--- src/rtl/ctrl_cmd_arbiter.sv ---
// Arbitrates NUM_REQ command sources onto the single controller command FIFO write port,
// with a programmable idle gap after each write. Define CTRL_CMD_ARB_FIXED_PRIORITY_EN for fixed priority.
module ctrl_cmd_arbiter #(
  parameter int NUM_REQ       = 4,
  parameter int COMMAND_WIDTH = 128,
  parameter int GAP_CYCLES    = 1
) (
  input  logic                               clk,
  input  logic                               reset,
  input  logic                               all_Cmd_Available_flag,
  input  logic [NUM_REQ-1:0]                 req_valid,
  input  logic [NUM_REQ*COMMAND_WIDTH-1:0]   req_cmd,
  input  logic [NUM_REQ*8-1:0]               req_chan_en,
  output logic [NUM_REQ-1:0]                 req_ready,
  output logic [COMMAND_WIDTH-1:0]           controller_command_fifo_in,
  output logic [7:0]                         controller_command_fifo_in_en,
  output logic                               zero_en_drop,
  output logic [31:0]                        cmd_issue_count
);

  localparam int         IDX_W    = $clog2(NUM_REQ);
  localparam logic [3:0] GAP_INIT = 4'(GAP_CYCLES);

  typedef enum logic {S_IDLE, S_GAP} state_e;

  state_e                   state_q;
  logic [IDX_W-1:0]         last_grant_q;
  logic [3:0]               gap_q;
  logic [COMMAND_WIDTH-1:0] fifo_in_q;
  logic [7:0]               fifo_en_q;
  logic                     zero_drop_q;
  logic [31:0]              count_q;

  logic                     grant_found;
  logic [IDX_W-1:0]         grant_idx;
  logic                     grant;
  logic [COMMAND_WIDTH-1:0] sel_cmd;
  logic [7:0]               sel_en;

  function automatic logic [IDX_W-1:0] wrap_idx(input int v);
    int r;
    r = v % NUM_REQ;
    return r[IDX_W-1:0];
  endfunction

  // Winner search; iterating from the far end lets the nearest candidate overwrite the result.
  always_comb begin
    // NOTE: every always_comb output gets a default first so no path leaves it unassigned (no latch).
    grant_found = 1'b0;
    grant_idx   = '0;
`ifdef CTRL_CMD_ARB_FIXED_PRIORITY_EN
    for (int i = NUM_REQ - 1; i >= 0; i--) begin
      if (req_valid[i]) begin
        grant_found = 1'b1;
        grant_idx   = IDX_W'(i);
      end
    end
`else
    for (int k = NUM_REQ; k >= 1; k--) begin
      if (req_valid[wrap_idx(int'(last_grant_q) + k)]) begin
        grant_found = 1'b1;
        grant_idx   = wrap_idx(int'(last_grant_q) + k);
      end
    end
`endif
  end

  // The flag is only honoured in IDLE; reset also blocks the combinational accept strobe.
  assign grant   = reset && (state_q == S_IDLE) && all_Cmd_Available_flag && grant_found;
  assign sel_cmd = req_cmd[int'(grant_idx)*COMMAND_WIDTH +: COMMAND_WIDTH];
  assign sel_en  = req_chan_en[int'(grant_idx)*8 +: 8];

  always_comb begin
    req_ready = '0;
    if (grant) req_ready[grant_idx] = 1'b1;
  end

  always_ff @(posedge clk or negedge reset) begin
    if (!reset) begin
      // NOTE: the data register is reset too, so the FIFO bus reads zero after reset rather than stale data.
      fifo_in_q    <= '0;
      fifo_en_q    <= '0;
      zero_drop_q  <= 1'b0;
      count_q      <= '0;
      gap_q        <= '0;
      last_grant_q <= IDX_W'(NUM_REQ - 1);
      state_q      <= S_IDLE;
    end else begin
      // NOTE: state registers use non-blocking assignment so every register samples pre-edge values.
      case (state_q)
        S_IDLE: begin
          if (grant) begin
            fifo_in_q    <= sel_cmd;
            fifo_en_q    <= sel_en;
            zero_drop_q  <= (sel_en == 8'h00);
            if (sel_en != 8'h00) count_q <= count_q + 32'd1;
            last_grant_q <= grant_idx;
            gap_q        <= GAP_INIT;
            state_q      <= S_GAP;
          end else begin
            fifo_en_q   <= '0;
            zero_drop_q <= 1'b0;
          end
        end
        S_GAP: begin
          fifo_en_q   <= '0;
          zero_drop_q <= 1'b0;
          gap_q       <= gap_q - 4'd1;
          if (gap_q <= 4'd1) state_q <= S_IDLE;
        end
        default: state_q <= S_IDLE;
      endcase
    end
  end

  assign controller_command_fifo_in    = fifo_in_q;
  assign controller_command_fifo_in_en = fifo_en_q;
  assign zero_en_drop                  = zero_drop_q;
  assign cmd_issue_count               = count_q;

endmodule

--- config.mk ---
export PLATFORM = sky130hd
export DESIGN_NAME = ctrl_cmd_arbiter
export DESIGN_NICKNAME = d
export VERILOG_FILES = /design/src/rtl/ctrl_cmd_arbiter.sv
export SDC_FILE = /design/constraint.sdc
export NUM_CORES = 1
export LEC_CHECK = 0
export CELL_PAD_IN_SITES_DETAIL_PLACEMENT = 1
export CELL_PAD_IN_SITES_GLOBAL_PLACEMENT = 2
export CORE_AREA = 2 2 284 286
export CTS_BUF_LIST = sky130_fd_sc_hd__clkbuf_8 sky130_fd_sc_hd__clkbuf_16
export DETAILED_ROUTE_END_ITERATION = 16
export DIE_AREA = 0 0 286 288
export GPL_ROUTABILITY_DRIVEN = 0
export PLACE_DENSITY_LB_ADDON = 0.1
export SKIP_LAST_GASP = 1
export SLEW_MARGIN = 20
export SYNTH_ARGS = -nofsm -noshare
export SYNTH_HDL_FRONTEND = slang
export SYNTH_SLANG_ARGS = --single-unit
export TNS_END_PERCENT = 100
--- constraint.sdc ---
create_clock -name clk -period 6.83 [get_ports clk]
set_input_delay 0.683 -clock clk [delete_from_list [all_inputs] [get_ports clk]]
set_output_delay 0.683 -clock clk [all_outputs]
set_load 0.01 [all_outputs]
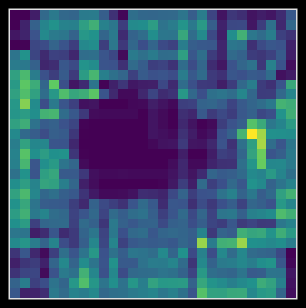
(run_1/metal_density.png)
(1 px per um) The die is cut into 29 by 29 equal tiles; dark purple is low, yellow is high, scaled to the fullest tile. Values are wire area over tile area, all layers added.
emptiest ninth of the die	centre
mean over tiles	0.14
tiles over half the peak	14%
fullest tile	0.48
nearly empty tiles	7.6%
drt total wl: 73,110 um
Avg WL per Cell: 21.54 um
vias: 14,060
global-route usage over all layers: 17.35%

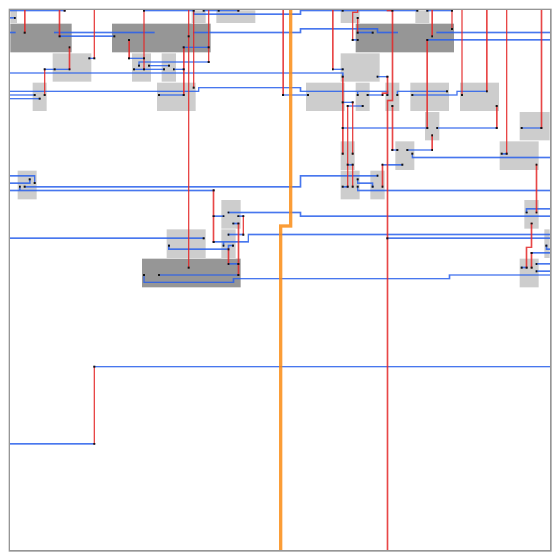
(run_1/detail.png)
Region (118, 177) to (168, 227) um. Cells in grey, sequential cells in the stronger grey; small squares are vias.
layer	colour
metal 2	red
metal 1	blue
metal 4	orange
netlist names of flops here include	controller_command_fifo_in (4)
cells with their middle in the window	28
sequential cells in the window	4
most frequent	nand2_1 (9), clkdlybuf4s50_1 (9), dfrtp_1 (4)

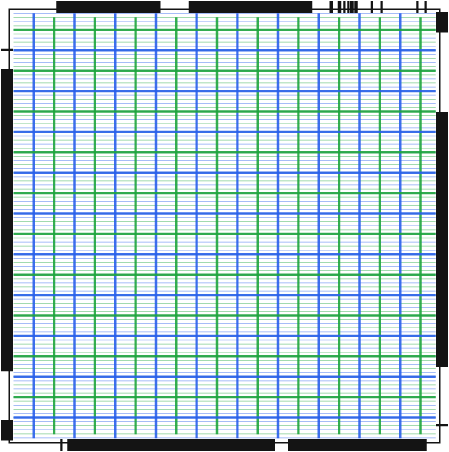
(run_1/power_grid.png)
(1.5 px per um) Pins as bars on the die edge.
net	colour
VSS	blue
VDD	green
rows	104
met5 straps	20
width of the die: 286 um
Die Ht: 288 um

==> impl_metrics.ini, run 1 <==
; flow metrics
[finish]
mi_logic_area_sq_um = 6187
largest_reg_flops = 128
nClkBuffers = 17
final_cell_area_sq_um = 20060

[drt]
met1_length_um = 27770
dr.max_layer_used = met5
wl_met2_um = 38290
drt_iter0_markers = 511
met3_length_um = 5685
drt_pass1_iterations = 4
via_per_inst = 4.141
drc = 0
antenna_left = 0

[cts]
hold_buffers = 0
cts_made_buffers = 17
cts_resized = 0
cts_sinks = 176

[setup_path]
reg2reg_to = cmd_issue_count[1]
cpPeakStageDelay_ns = 0.75
cp-endpoint = req_ready[2]
crit_type = input port to output port

[power_and_ir_drop]
clkPwrFrac_pct = 16.8
powerComb_mw = 3.68
p_clk_mw = 1.08

[floorplanning]
nWellTaps = 1060

[status]
status = finished, final reports clean

[synth]
synth_nets = 2230
ys_sh_mux_pct = 0.2805
edf_count = 0
syn_avg_cell_area_sq_um = 6.653
topCellsByArea = dfrtp_1 39%, nand2_1 27%, nand3_1 12%
yosysTopAreaCellShare_pct = 39.05

[grt]
grt.overflow.total = 0
met1_usage_pct = 18.44

[sta]
clock.fmax_mhz = 215.8
==> run_1/placement.png <==
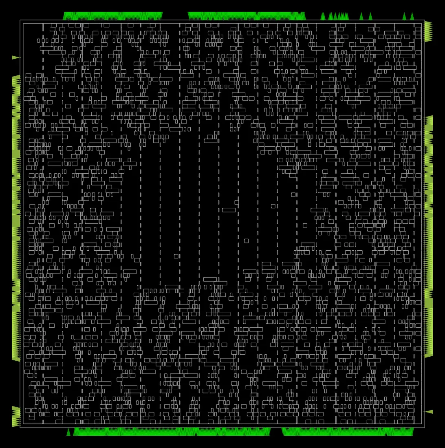

==> run 2, diff against run 1 <==
==> constraint.sdc (replaced) <==
create_clock -name clk -period 4.64 [get_ports clk]
set_input_delay 0.464 -clock clk [delete_from_list [all_inputs] [get_ports clk]]
set_output_delay 0.464 -clock clk [all_outputs]
set_load 0.01 [all_outputs]
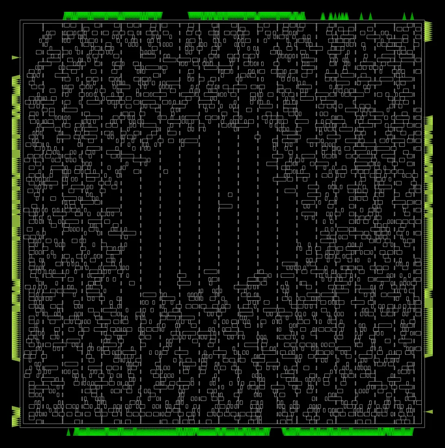
(run_2/placement.png)
seq_cells: 176
Final Util: 25.26%

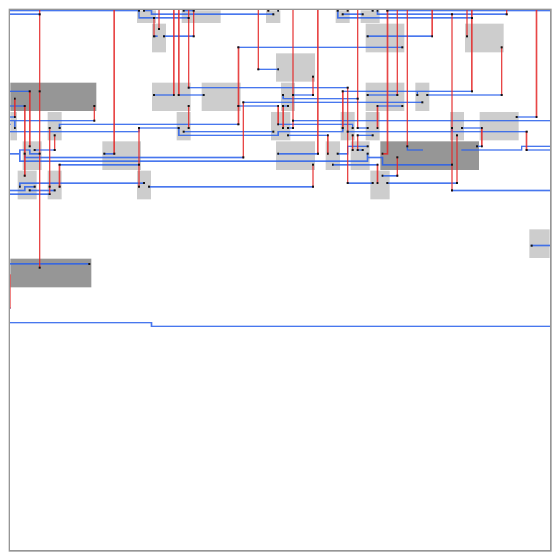
(run_2/detail.png)
Region (118, 177) to (168, 227) um. Cells in grey, sequential cells in the stronger grey; small squares are vias.
layer	colour
metal 2	red
metal 1	blue
netlist names of flops here include	controller_command_fifo_in (3)
most frequent	nand2_1 (11), clkdlybuf4s50_1 (10), nand3_1 (4)
sequential cells in the window	3
cells with their middle in the window	29

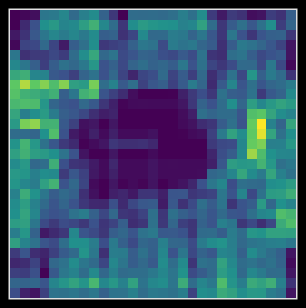
(run_2/metal_density.png)
(1 px per um) The die is cut into 29 by 29 equal tiles; dark purple is low, yellow is high, scaled to the fullest tile. Values are wire area over tile area, all layers added.
nearly empty tiles	5.6%
mean over tiles	0.14
fullest tile	0.46
emptiest ninth of the die	centre
Avg WL per Cell: 21.75 um
vias: 14,150
drt total wl: 73,690 um
global-route usage over all layers: 17.61%

==> impl_metrics.ini, run 2 <==
; flow metrics
[synth]
ys_warn_count = 0
ys_sh_mux_pct = 0.2805
yosysTopAreaCellShare_pct = 39.05
syn_avg_cell_area_sq_um = 6.653
edf_count = 0
synth_nets = 2230
topCellsByArea = dfrtp_1 39%, nand2_1 27%, nand3_1 12%

[drt]
via_per_inst = 4.177
dr.max_layer_used = met5
drt_pass1_iterations = 5
drc = 0
met3_length_um = 5106
antenna_left = 0
met1_length_um = 28380

[cts]
cts_sinks = 176
cts_resized = 0
cts_made_buffers = 17
hold_buffers = 1
ctsLongestPathBuffers = 2

[power_and_ir_drop]
powerComb_mw = 5.47
p_clk_mw = 1.61
switching_share_pct = 46.10
clkPwrFrac_pct = 16.9

[status]
status = finished, final reports clean

[setup_path]
reg2reg_to = cmd_issue_count[24]
reg2regPathDepth = 8
cp-endpoint = req_ready[2]
crit_type = flip-flop to output port

[sta]
clock.fmax_mhz = 247.5

[finish]
clock_area_share_pct = 3.116
sh_seq_area_pct = 21.91
nClkBuffers = 17
largest_reg_flops = 128
final_cell_area_sq_um = 20120
mi_logic_area_sq_um = 6187

[job]
cap_violations = 0
tool_warnings = 39

[placed_design]
dp_hpwl_um = 55790

[grt]
grt.overflow.total = 0
met1_usage_pct = 19.10

[floorplanning]
die_h_um = 288
die_w_um = 286
